==> run_1/placement_by_type.png <==
Scale bar: 20 um. Fill, decap, tap and diode cells in grey.
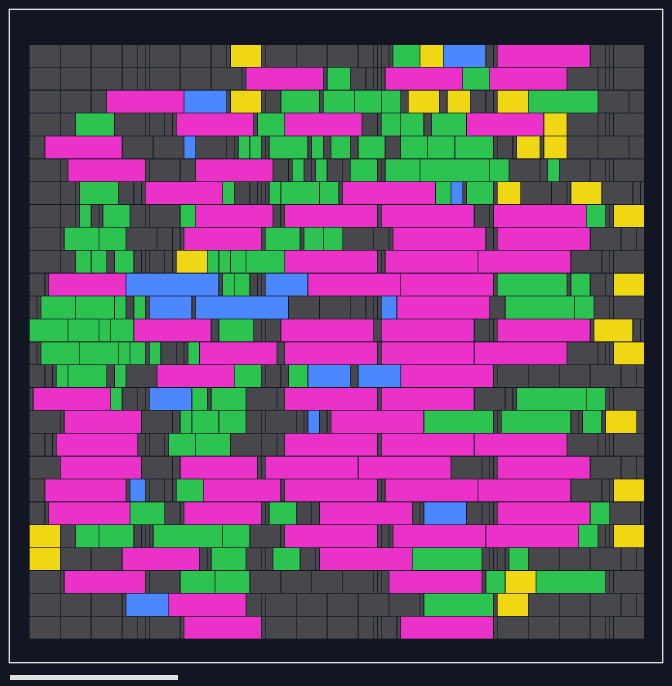
==> run_1/placement.png <==
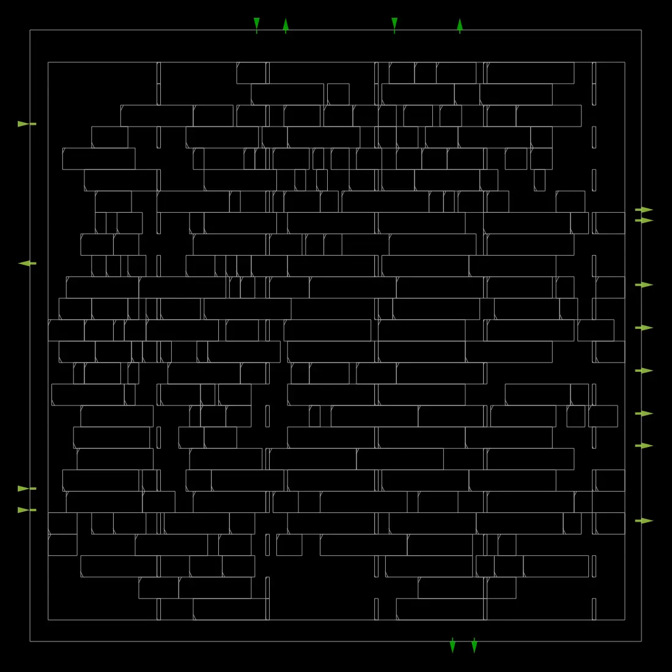
==> run_1/clk_routes.png <==
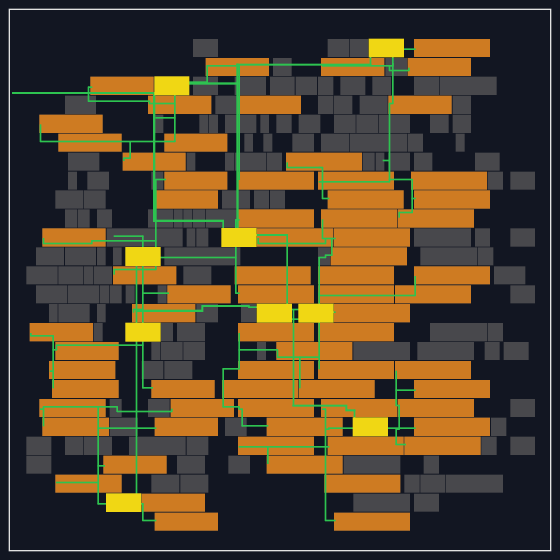
$ cat config.mk
export PLATFORM = sky130hd
export DESIGN_NAME = ps2_scan_sequencer
export DESIGN_NICKNAME = d
export VERILOG_FILES = /design/src/rtl/ps2_pkg.sv /design/src/rtl/ps2_evt_fifo.sv /design/src/rtl/ps2_scan_sequencer.sv
export SDC_FILE = /design/constraint.sdc
export NUM_CORES = 1
export LEC_CHECK = 0
export CORE_MARGIN = 2
export CORE_UTILIZATION = 55
export CTS_CLUSTER_DIAMETER = 150
export DETAILED_ROUTE_END_ITERATION = 10
export HOLD_SLACK_MARGIN = 0.12
export MAX_ROUTING_LAYER = met4
export PLACE_DENSITY = 0.75
export SLEW_MARGIN = 0
export SYNTH_ARGS = -nofsm -noshare
export SYNTH_HDL_FRONTEND = slang
export SYNTH_HIERARCHICAL = 1
export SYNTH_SLANG_ARGS = --single-unit
$ cat constraint.sdc
create_clock -name clk -period 2.8 [get_ports clk]
set_input_delay 0.56 -clock clk [delete_from_list [all_inputs] [get_ports clk]]
set_output_delay 0.56 -clock clk [all_outputs]
set_load 0.02 [all_outputs]
$ cat src/rtl/ps2_pkg.sv
// Shared types and constants for the PS/2 scan-code sequencer: frame and
// decode state encodings, the queued event record and the prefix bytes.
package ps2_pkg;

    localparam logic [7:0] PS2_EXT = 8'hE0;
    localparam logic [7:0] PS2_BRK = 8'hF0;

    typedef enum logic [1:0] {
        FRM_IDLE,
        FRM_DATA,
        FRM_PARITY,
        FRM_STOP
    } frame_state_e;

    typedef enum logic [1:0] {
        DEC_BASE,
        DEC_EXT,
        DEC_BRK,
        DEC_EXT_BRK
    } decode_state_e;

    typedef struct packed {
        logic       ext;
        logic       brk;
        logic [7:0] code;
    } ps2_evt_t;

    // Odd parity: the data ones plus the parity bit must be an odd count.
    function automatic logic odd_parity_ok(input logic [7:0] data, input logic par);
        return ^{data, par};
    endfunction

endpackage

$ cat src/rtl/ps2_evt_fifo.sv
// First-word-fall-through event FIFO. Pointers carry one extra wrap bit so
// full and empty are distinguishable; a push into a full FIFO is accepted
// only when the head is popped in the same cycle, otherwise it is dropped.
module ps2_evt_fifo
    import ps2_pkg::*;
#(
    parameter int DEPTH = 4
) (
    input  logic     clk,
    input  logic     rst,
    input  logic     push_i,
    input  ps2_evt_t push_data_i,
    input  logic     pop_i,
    output logic     valid_o,
    output ps2_evt_t head_o,
    output logic     overflow_o
);

    localparam int AW = (DEPTH > 1) ? $clog2(DEPTH) : 1;

    ps2_evt_t      mem [DEPTH];
    logic [AW:0]   wr_ptr_q, wr_ptr_d;
    logic [AW:0]   rd_ptr_q, rd_ptr_d;
    logic          overflow_q, overflow_d;
    logic          empty;
    logic          full;
    logic          pop_ok;
    logic          push_ok;

    assign empty   = (wr_ptr_q == rd_ptr_q);
    assign full    = (wr_ptr_q[AW] != rd_ptr_q[AW]) &&
                     (wr_ptr_q[AW-1:0] == rd_ptr_q[AW-1:0]);
    assign pop_ok  = pop_i && !empty;
    assign push_ok = push_i && (!full || pop_ok);

    always_comb begin
        wr_ptr_d   = wr_ptr_q;
        rd_ptr_d   = rd_ptr_q;
        overflow_d = 1'b0;
        if (push_ok) begin
            wr_ptr_d = wr_ptr_q + 1'b1;
        end
        if (pop_ok) begin
            rd_ptr_d = rd_ptr_q + 1'b1;
        end
        if (push_i && !push_ok) begin
            overflow_d = 1'b1;
        end
    end

    always_ff @(posedge clk or posedge rst) begin
        if (rst) begin
            wr_ptr_q   <= '0;
            rd_ptr_q   <= '0;
            overflow_q <= 1'b0;
        end else begin
            wr_ptr_q   <= wr_ptr_d;
            rd_ptr_q   <= rd_ptr_d;
            overflow_q <= overflow_d;
        end
    end

    // When full with a simultaneous pop, the write lands in the slot being
    // vacated by the head, which then becomes the tail.
    always_ff @(posedge clk) begin
        if (push_ok) begin
            mem[wr_ptr_q[AW-1:0]] <= push_data_i;
        end
    end

    assign valid_o    = !empty;
    assign head_o     = empty ? '0 : mem[rd_ptr_q[AW-1:0]];
    assign overflow_o = overflow_q;

endmodule

$ cat src/rtl/ps2_scan_sequencer.sv
// PS/2 keyboard receiver: synchronises the PS/2 lines, assembles 11-bit
// frames, folds E0/F0 prefixes into {ext,brk,code} events and queues them.
// Define PS2_TIMEOUT_EN to abort partial frames after TIMEOUT_CYC idle cycles.
module ps2_scan_sequencer
    import ps2_pkg::*;
#(
    parameter int FIFO_DEPTH  = 4,
    parameter int TIMEOUT_CYC = 5000
) (
    input  logic       clk,
    input  logic       rst,
    input  logic       ps2_clk,
    input  logic       ps2_data,
    output logic       evt_valid,
    input  logic       evt_ready,
    output logic [7:0] evt_code,
    output logic       evt_ext,
    output logic       evt_brk,
    output logic       frame_err,
    output logic       overflow
);

    if (FIFO_DEPTH < 2 || FIFO_DEPTH > 16 || (FIFO_DEPTH & (FIFO_DEPTH - 1)) != 0) begin : g_bad_depth
        $error("FIFO_DEPTH must be a power of two between 2 and 16");
    end
    if (TIMEOUT_CYC < 1) begin : g_bad_timeout
        $error("TIMEOUT_CYC must be at least 1");
    end

    logic          ps2_clk_meta_q, ps2_clk_sync_q, ps2_clk_prev_q;
    logic          ps2_data_meta_q, ps2_data_sync_q;
    logic          fall;
    logic          sample_bit;

    frame_state_e  frm_q, frm_d;
    logic [2:0]    bit_cnt_q, bit_cnt_d;
    logic [7:0]    shift_q, shift_d;
    logic          par_ok_q, par_ok_d;
    logic          byte_valid_q, byte_valid_d;
    logic          frame_err_q, frame_err_d;
    logic          timeout_hit;

    decode_state_e dec_q, dec_d;
    logic          push;
    ps2_evt_t      push_evt;
    ps2_evt_t      head_evt;
    logic          fifo_overflow;

    always_ff @(posedge clk or posedge rst) begin
        if (rst) begin
            ps2_clk_meta_q  <= 1'b1;
            ps2_clk_sync_q  <= 1'b1;
            ps2_clk_prev_q  <= 1'b1;
            ps2_data_meta_q <= 1'b1;
            ps2_data_sync_q <= 1'b1;
        end else begin
            ps2_clk_meta_q  <= ps2_clk;
            ps2_clk_sync_q  <= ps2_clk_meta_q;
            ps2_clk_prev_q  <= ps2_clk_sync_q;
            ps2_data_meta_q <= ps2_data;
            ps2_data_sync_q <= ps2_data_meta_q;
        end
    end

    assign fall       = ps2_clk_prev_q && !ps2_clk_sync_q;
    assign sample_bit = ps2_data_sync_q;

`ifdef PS2_TIMEOUT_EN
    localparam int             TO_W     = $clog2(TIMEOUT_CYC + 1);
    localparam logic [TO_W-1:0] TO_LIMIT = TO_W'(TIMEOUT_CYC);

    logic [TO_W-1:0] to_cnt_q, to_cnt_d;

    always_comb begin
        to_cnt_d = to_cnt_q;
        if (frm_q == FRM_IDLE || fall) begin
            to_cnt_d = '0;
        end else if (to_cnt_q != TO_LIMIT) begin
            to_cnt_d = to_cnt_q + TO_W'(1);
        end
    end

    always_ff @(posedge clk or posedge rst) begin
        if (rst) begin
            to_cnt_q <= '0;
        end else begin
            to_cnt_q <= to_cnt_d;
        end
    end

    // A genuine edge in the same cycle takes precedence over the abort.
    assign timeout_hit = (frm_q != FRM_IDLE) && !fall && (to_cnt_q == TO_LIMIT);
`else
    assign timeout_hit = 1'b0;
`endif

    always_comb begin
        frm_d        = frm_q;
        bit_cnt_d    = bit_cnt_q;
        shift_d      = shift_q;
        par_ok_d     = par_ok_q;
        byte_valid_d = 1'b0;
        frame_err_d  = 1'b0;
        if (timeout_hit) begin
            frm_d       = FRM_IDLE;
            frame_err_d = 1'b1;
        end else if (fall) begin
            unique case (frm_q)
                FRM_IDLE: begin
                    if (!sample_bit) begin
                        frm_d     = FRM_DATA;
                        bit_cnt_d = 3'd0;
                    end
                end
                FRM_DATA: begin
                    shift_d   = {sample_bit, shift_q[7:1]};
                    bit_cnt_d = bit_cnt_q + 3'd1;
                    if (bit_cnt_q == 3'd7) begin
                        frm_d = FRM_PARITY;
                    end
                end
                FRM_PARITY: begin
                    par_ok_d = odd_parity_ok(shift_q, sample_bit);
                    frm_d    = FRM_STOP;
                end
                FRM_STOP: begin
                    frm_d = FRM_IDLE;
                    if (sample_bit && par_ok_q) begin
                        byte_valid_d = 1'b1;
                    end else begin
                        frame_err_d = 1'b1;
                    end
                end
                default: frm_d = FRM_IDLE;
            endcase
        end
    end

    always_ff @(posedge clk or posedge rst) begin
        if (rst) begin
            frm_q        <= FRM_IDLE;
            bit_cnt_q    <= 3'd0;
            shift_q      <= 8'h00;
            par_ok_q     <= 1'b0;
            byte_valid_q <= 1'b0;
            frame_err_q  <= 1'b0;
        end else begin
            frm_q        <= frm_d;
            bit_cnt_q    <= bit_cnt_d;
            shift_q      <= shift_d;
            par_ok_q     <= par_ok_d;
            byte_valid_q <= byte_valid_d;
            frame_err_q  <= frame_err_d;
        end
    end

    // shift_q stays frozen from the stop bit until the next start bit, so it
    // is still the received byte while byte_valid_q is high.
    always_comb begin
        dec_d         = dec_q;
        push          = 1'b0;
        push_evt.ext  = (dec_q == DEC_EXT) || (dec_q == DEC_EXT_BRK);
        push_evt.brk  = (dec_q == DEC_BRK) || (dec_q == DEC_EXT_BRK);
        push_evt.code = shift_q;
        if (frame_err_q || fifo_overflow) begin
            dec_d = DEC_BASE;
        end else if (byte_valid_q) begin
            if (shift_q == PS2_EXT) begin
                unique case (dec_q)
                    DEC_BASE: dec_d = DEC_EXT;
                    DEC_BRK:  dec_d = DEC_EXT_BRK;
                    default:  dec_d = dec_q;
                endcase
            end else if (shift_q == PS2_BRK) begin
                unique case (dec_q)
                    DEC_BASE: dec_d = DEC_BRK;
                    DEC_EXT:  dec_d = DEC_EXT_BRK;
                    default:  dec_d = dec_q;
                endcase
            end else begin
                push  = 1'b1;
                dec_d = DEC_BASE;
            end
        end
    end

    always_ff @(posedge clk or posedge rst) begin
        if (rst) begin
            dec_q <= DEC_BASE;
        end else begin
            dec_q <= dec_d;
        end
    end

    ps2_evt_fifo #(
        .DEPTH(FIFO_DEPTH)
    ) u_fifo (
        .clk        (clk),
        .rst        (rst),
        .push_i     (push),
        .push_data_i(push_evt),
        .pop_i      (evt_ready),
        .valid_o    (evt_valid),
        .head_o     (head_evt),
        .overflow_o (fifo_overflow)
    );

    assign evt_code  = head_evt.code;
    assign evt_ext   = head_evt.ext;
    assign evt_brk   = head_evt.brk;
    assign frame_err = frame_err_q;
    assign overflow  = fifo_overflow;

endmodule

==> GITHUB_STEP_SUMMARY, run 1 <==
### Yosys + OpenROAD results

| Metric | Value |
|---|---|
| R2r endpoint | `u_fifo/mem[0][2]` |
| Synth unique cells | `33` |
| Setup CP Type | `reg -> out` |
| Placed cell count | `272` |
| Clk sink count | `70` |
| Register Area | `1960 um2` |
| Internal | `2.52 mW` |
| Most common library cells after synthesis | `40 x edfxtp_1, 25 x dfrtp_1, 12 x ha_1` |
| Met1 wire length | `2.05 mm` |
| Max reg flops | `40` |
| Gate Count Post-Synth | `184` |
| CP most frequent cell | `buf_4` |
| First-pass GRT wire length | `7.85 mm` |
| CP max FO | `11` |
| Final hold slack | `361 ps` |
| Arr. time, crit path | `2100 ps` |
| Sw power | `1.15 mW` |
| Post-route DRC violation count | `0` |
| Yosys chip area | `2970 um2` |
| Total Power | `3.67 mW` |
| Cts repair resizes | `0` |
| Total GRT Usage | `0.183` |
| Actual slew at the worst max-slew pin | `831 ps` |
| Post-CTS Setup Bufs | `0` |
| Setup slack, reg-to-reg | `530 ps` |
| Max-cap violations | `0` |
| Top cells excl fill/tap | `40 x edfxtp_1, 25 x dfrtp_1, 16 x clkdlybuf4s50_1` |
| Met3 Use GR | `0.0535` |
| Worst hold path type | `reg -> reg` |
| Die ar. | `6010 um2` |
| Final hold vios | `0` |
| Number of core rows | `26` |
| Status | `finished, final reports clean` |
| Worst-path cell chain | `buf_4, xor2_1, nor3_1, buf_4, nor2b_1, clkdlybuf4s50_1` |
| DR WL/cell | `16.6 um` |
| IO Port Bufs | `17` |
| F_max | `376 MHz` |
| Insertion Delay late pin | `330 ps` |
| Skew final | `4.01 ps` |
| Critical path endpoint | `evt_ext` |
| Final period util | `0.949` |
| Yosys cell count | `184` |
| Log Warnings | `33` |
| Pre-CTS setup slack | `462 ps` |
| Longest Clk Path Bufs | `2` |
| Die W | `77.5 um` |
| Syn Std Cell Area | `2970 um2` |
| Leakage | `1.37 nW` |
| Largest net degree at the start of global routing | `24` |
| Via count | `1550` |
| Post-DRT Antenna Nets | `0` |
| Number of diodes | `0` |
| Drt pass-1 iters | `4` |
| First element of the critical path | `u_fifo/rd_ptr_q[0]` |
| Top Consumer | `registers` |
| Initial antenna violation count | `0` |
| TNS Setup | `0 ps` |
| Final wirelength | `4.78 mm` |
| Design area | `3460 um2` |
| Part of the power in registers | `0.404` |
| Power density over the cells | `1060 nW/um2` |
| # H-tree levels | `3` |
| Floorplan net count | `201` |
| CTS buffer count | `9` |
| Async SR Flop Fraction | `0.429` |
| FP Util | `0.575` |
| Sw Share | `0.312` |
| Slew Limit Fails | `0` |
| WL met2 | `2.52 mm` |
| Final setup vio count | `0` |
| Total gr overflow | `0` |
| Worst Hold Path EP | `ps2_clk_sync_q` |
| GR Util met2 | `0.296` |
| Dominant cell area share | `0.404` |
| Clock transition at path regs | `70 ps` |
| CTS tree | `built` |
| CP Launch Type | `register` |
| WP depth | `6` |
| Endpoint type of the worst setup path | `output port` |
| Synth warn | `6` |
| CTS Hold Buffers Added | `0` |
| Seq share, synth | `0.658` |
| Hold wc startpoint | `ps2_clk_meta_q` |
| Power Clock | `0.831 mW` |
| Setup ws final | `143 ps` |
| Vias per cell | `5.38` |
| RSZ-0062 raised after global routing | `no` |
| Area grow syn2layout | `16.5%` |
| FF-to-FF path depth | `4` |
| HPWL after DPL | `3.50 mm` |
| Clk pwr share | `0.226` |
| Layout cells sized above 1 | `0.211` |
| Vias in the first global route | `1611` |
| Nets | `230` |
| Max_slew headroom | `0.445` |
| Gpl congestion | `0.762` |
| Cell taking the most area after synthesis | `edfxtp_1` |
| CP delay by family, top | `buffers and inverters` |
| Crit path time final | `2660 ps` |
| CP max stage cell | `clkdlybuf4s50_1` |
| Die Y | `77.5 um` |
| GR met1 Demand/Resource | `0.216` |
| Syn Area/Cell | `16.2 um2` |
| Hold depth | `0` |
| Comb pwr | `1.36 mW` |
| FF-to-FF Start | `shift_q[3]` |
| MI comb area | `958 um2` |
| Core footprint | `5170 um2` |
| Met3 wire len | `140 um` |
| Sequential power | `1.48 mW` |
| Busiest layer in global routing | `met2` |
| Most numerous logic cell after layout | `edfxtp_1` |
| DR iter-0 viols | `123` |
| Combinational share of power | `0.369` |
| CP peak stage delay | `620 ps` |
| Crit path buffers/inverters | `3` |
| Cell area leaders | `edfxtp_1 40%, dfrtp_1 21%, mux4_2 7.6%` |
| Top-count cell post-synth | `edfxtp_1` |
| CP required | `2240 ps` |
| Top Metal Used | `met4` |
| Yosys reg bits | `70` |
| Post-Place Cell Area | `3260 um2` |
| Main synth FF type | `edfxtp_1` |
| Root Buffer | `clkbuf_8` |
| I/O Pins | `18` |
| Number of enable flip-flop cells | `40` |
| Max IR drop VDD | `881 uV` |
Back to the opening pictures, placement_by_type.png:
[magenta] flops | cells: 70 | share of their area: 58%
[green] combinational and other logic | cells: 109 | share of their area: 29%
[blue] clock drivers and dummy loads | cells: 16 | share of their area: 6.1%
[yellow] other buffers and delay cells | cells: 23 | share of their area: 6.4%

Back to the opening pictures, placement.png:
register share of the cell area: 0.565
final core occ: 0.670
fin cells: 288
final-layout fill cell count: 352
num sequential: 70

Back to the opening pictures, clk_routes.png:
[green] clock wires | length: 712 um
[yellow] clock drivers | count: 9
[orange] flip-flops | count: 70
flops lie: all over the die
routed clock nets: 10

==> run 1: area by class of cell <==
cell class | instances | area share
inverter | 10 | 0.0108
timing repair buffer | 23 | 0.0628
clock buffer | 11 | 0.0379
clock inverter | 5 | 0.0213
multi-input combinational | 99 | 0.277
tap | 70 | 0.0253
sequential | 70 | 0.565
==> run 1: cells by family (layout without fill, tap and decap cells) <==
family / after synthesis / count (layout) / synth area share
compound gates: 15 / 15 / 0.0358
xor+xnor: 14 / 14 / 0.0459
fa+ha+maj: 12 / 12 / 0.0505
buf+inv: 15 / 49 / 0.0194
flops: 70 / 70 / 0.658
mux: 23 / 23 / 0.125
simple gates: 35 / 35 / 0.0656
==> run 1 -> run 2 <==
- PLACE_DENSITY: 0.75 -> not set
- PLACE_DENSITY_LB_ADDON: not set -> 0.25
==> GITHUB_STEP_SUMMARY, run 2 <==
### Yosys + OpenROAD results

| Metric | Value |
|---|---|
| Worst Hold Path EP | `ps2_clk_sync_q (unchanged)` |
| Drt pass-1 iters | `4 (unchanged)` |
| # clk buffers | `14 (was 11)` |
| Post-DRT Antenna Nets | `0 (unchanged)` |
| CTS tree | `built (unchanged)` |
| Worst hold path type | `reg -> reg (unchanged)` |
| Most numerous logic cell after layout | `edfxtp_1 (unchanged)` |
| First-pass GRT wire length | `8.24 mm (was 7.85 mm)` |
| Clock network share of area | `0.0511 (was 0.0592)` |
| CP Launch Type | `register (unchanged)` |
| Slew Limit Fails | `0 (unchanged)` |
| Cell taking the most area after synthesis | `edfxtp_1 (unchanged)` |
| Final-layout fill cell count | `358 (was 352)` |
| Syn Area/Cell | `16.2 um2 (unchanged)` |
| Skew final | `6.79 ps (was 4.01 ps)` |
| Number of core rows | `26 (unchanged)` |
| First element of the critical path | `u_fifo/rd_ptr_q[0] (unchanged)` |
| Dominant cell area share | `0.404 (unchanged)` |
| Syn Std Cell Area | `2970 um2 (unchanged)` |
| Initial antenna violation count | `0 (unchanged)` |
| Yosys chip area | `2970 um2 (unchanged)` |
| Crit path buffers/inverters | `2 (was 3)` |
| Largest net degree at the start of global routing | `24 (unchanged)` |
| Worst-path cell chain | `buf_6, mux4_2, nor2b_1, clkdlybuf4s50_1 (was buf_4, xor2_1, nor3_1, buf_4, nor2b_1, clkdlybuf4s50_1)` |
| Hold wc startpoint | `ps2_clk_meta_q (unchanged)` |
| MI comb area | `958 um2 (unchanged)` |
| Clk sink count | `70 (unchanged)` |
| FF-to-FF Start | `shift_q[3] (unchanged)` |
| Post-CTS Setup Bufs | `0 (unchanged)` |
| Largest cell class by area | `sequential cells (unchanged)` |
| TNS Setup | `0 ps (unchanged)` |
| Crit path time final | `2680 ps (was 2660 ps)` |
| Yosys reg bits | `70 (unchanged)` |
| Main synth FF type | `edfxtp_1 (unchanged)` |
| RSZ-0062 raised after global routing | `no (unchanged)` |
| Final wirelength | `4.91 mm (was 4.78 mm)` |
| Most common library cells after synthesis | `40 x edfxtp_1, 25 x dfrtp_1, 12 x ha_1 (unchanged)` |
| Top cells excl fill/tap | `40 x edfxtp_1, 25 x dfrtp_1, 12 x ha_1 (was 40 x edfxtp_1, 25 x dfrtp_1, 16 x clkdlybuf4s50_1)` |
| Die W | `77.5 um (unchanged)` |
| CTS Hold Buffers Added | `0 (unchanged)` |
| Synth unique cells | `33 (unchanged)` |
| HPWL after DPL | `3.31 mm (was 3.50 mm)` |
| I/O Pins | `18 (unchanged)` |
| Yosys aoi share | `0.0358 (unchanged)` |
| Floorplan net count | `201 (unchanged)` |
| Vias per cell | `5.44 (was 5.38)` |
| Pre-CTS setup slack | `391 ps (was 462 ps)` |
| Root Buffer | `clkbuf_8 (unchanged)` |
| FF-to-FF path depth | `4 (unchanged)` |
| XOR/XNOR Area Share | `0.0459 (unchanged)` |
| Area grow syn2layout | `16.1% (was 16.5%)` |
| Critical path endpoint | `evt_code[0] (was evt_ext)` |
| Final period util | `0.958 (was 0.949)` |
| WP depth | `4 (was 6)` |
| Seq share, synth | `0.658 (unchanged)` |
| Num sequential | `70 (unchanged)` |
| Arr. time, crit path | `2120 ps (was 2100 ps)` |
| Hold depth | `0 (unchanged)` |
| Setup ws final | `119 ps (was 143 ps)` |
| Cell area leaders | `edfxtp_1 40%, dfrtp_1 21%, mux4_2 7.6% (unchanged)` |
| Setup CP Type | `reg -> out (unchanged)` |
| CTS buffer count | `9 (unchanged)` |
| IO Port Bufs | `17 (unchanged)` |
| Total gr overflow | `0 (unchanged)` |
| Die Y | `77.5 um (unchanged)` |
| Clock transition at path regs | `70 ps (about the same)` |
| Setup slack, reg-to-reg | `520 ps (was 530 ps)` |
| CP max stage cell | `clkdlybuf4s50_1 (unchanged)` |
| Final setup vio count | `0 (unchanged)` |
| CP delay by family, top | `buffers and inverters (unchanged)` |
| Mi-comb count | `99 (unchanged)` |
| Tap Cells | `70 (unchanged)` |
| Max-cap violations | `0 (unchanged)` |
| R2r endpoint | `u_fifo/mem[1][6] (was u_fifo/mem[0][2])` |
| Inverters | `10 (unchanged)` |
| Status | `finished, final reports clean (unchanged)` |
| Nets | `229 (was 230)` |
| Max reg flops | `40 (unchanged)` |
| Longest Clk Path Bufs | `2 (unchanged)` |
| Register share of the cell area | `0.567 (was 0.565)` |
| Cts repair resizes | `0 (unchanged)` |
| CP max FO | `12 (was 11)` |
| Max_slew headroom | `0.438 (was 0.445)` |
| Max IR drop VDD | `440 uV (was 881 uV)` |
| FP Util | `0.575 (unchanged)` |
| Register Area | `1960 um2 (unchanged)` |
| Via count | `1562 (was 1550)` |
run 2: cell counts after synthesis:
Identical to the previous run, type by type.
run 2: metal layers:
metal  track usage  part of all wire
met1         0.229              0.41
met2         0.315              0.53
met3        0.0453             0.042
met4        0.0911             0.021
met5             -                 0
run 2: per-stage QoR:
stage | cell area [um2] | cells | utilization | hold WS (ps)
detailed placement | 3250 | 271 | 0.628 | 352
CTS | 3430 | 287 | 0.662 | 359
floorplan | 2970 | 184 | - | 345
global route | 3450 | 287 | 0.667 | 365
finish | 3450 | 287 | 0.667 | 357
global placement | 3250 | 271 | 0.628 | 347
run 2: power by group:
part | leakage [nW] | internal (mW) | switching [mW] | total, mW
clock | 0.0863 | 0.411 | 0.333 | 0.744
combinational | 0.612 | 0.710 | 0.617 | 1.33
sequential | 0.733 | 1.29 | 0.190 | 1.48
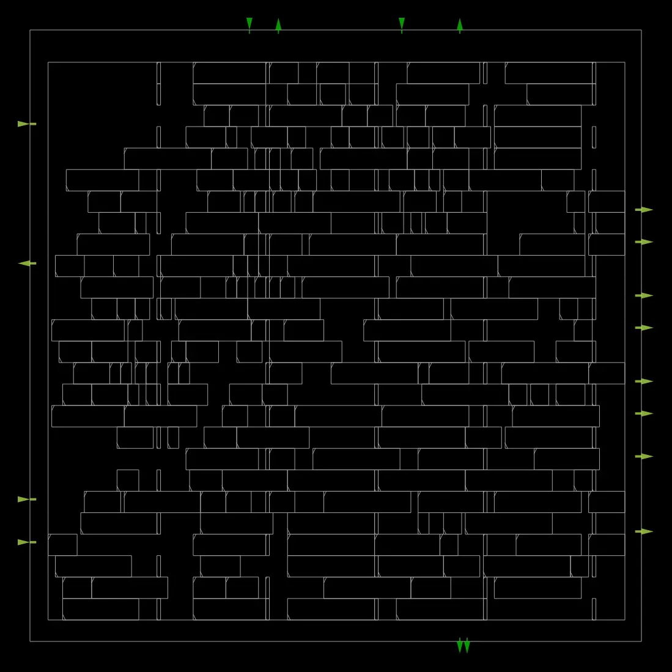
(run_2/placement.png)
final core occ: 0.667
fin cells: 287

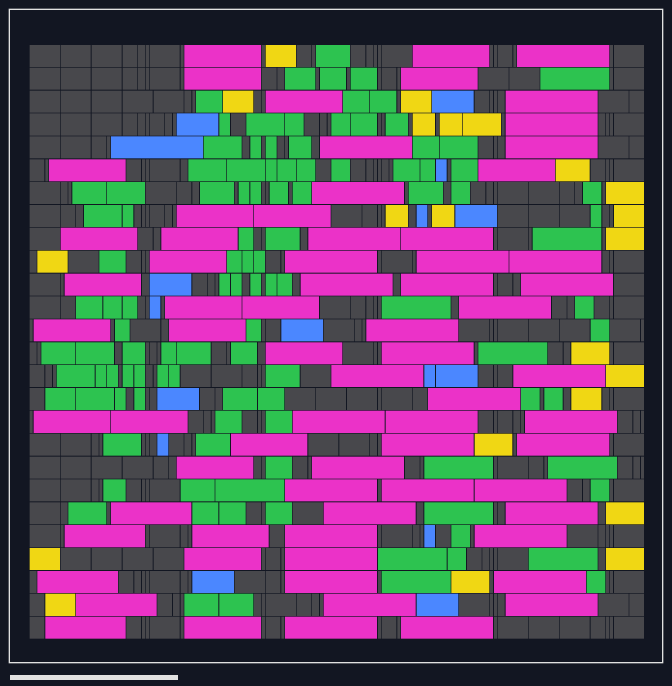
(run_2/placement_by_type.png)
Scale bar: 20 um. Fill, decap, tap and diode cells in grey.
[magenta] flops | cells: 70 | share of their area: 58%
[green] combinational and other logic | cells: 109 | share of their area: 30%
[blue] clock drivers and dummy loads | cells: 16 | share of their area: 5.2%
[yellow] other buffers and delay cells | cells: 22 | share of their area: 7.0%

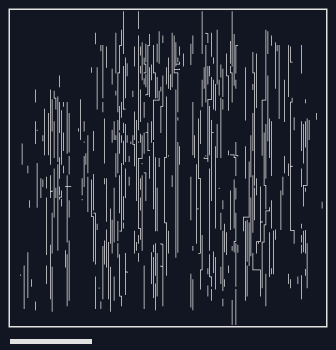
(run_2/layer_met2.png)
Scale bar: 20 um.
share of all routed wire: 53%
nets with wire on the layer: 205

Power is estimated from default activity; no workload was simulated.
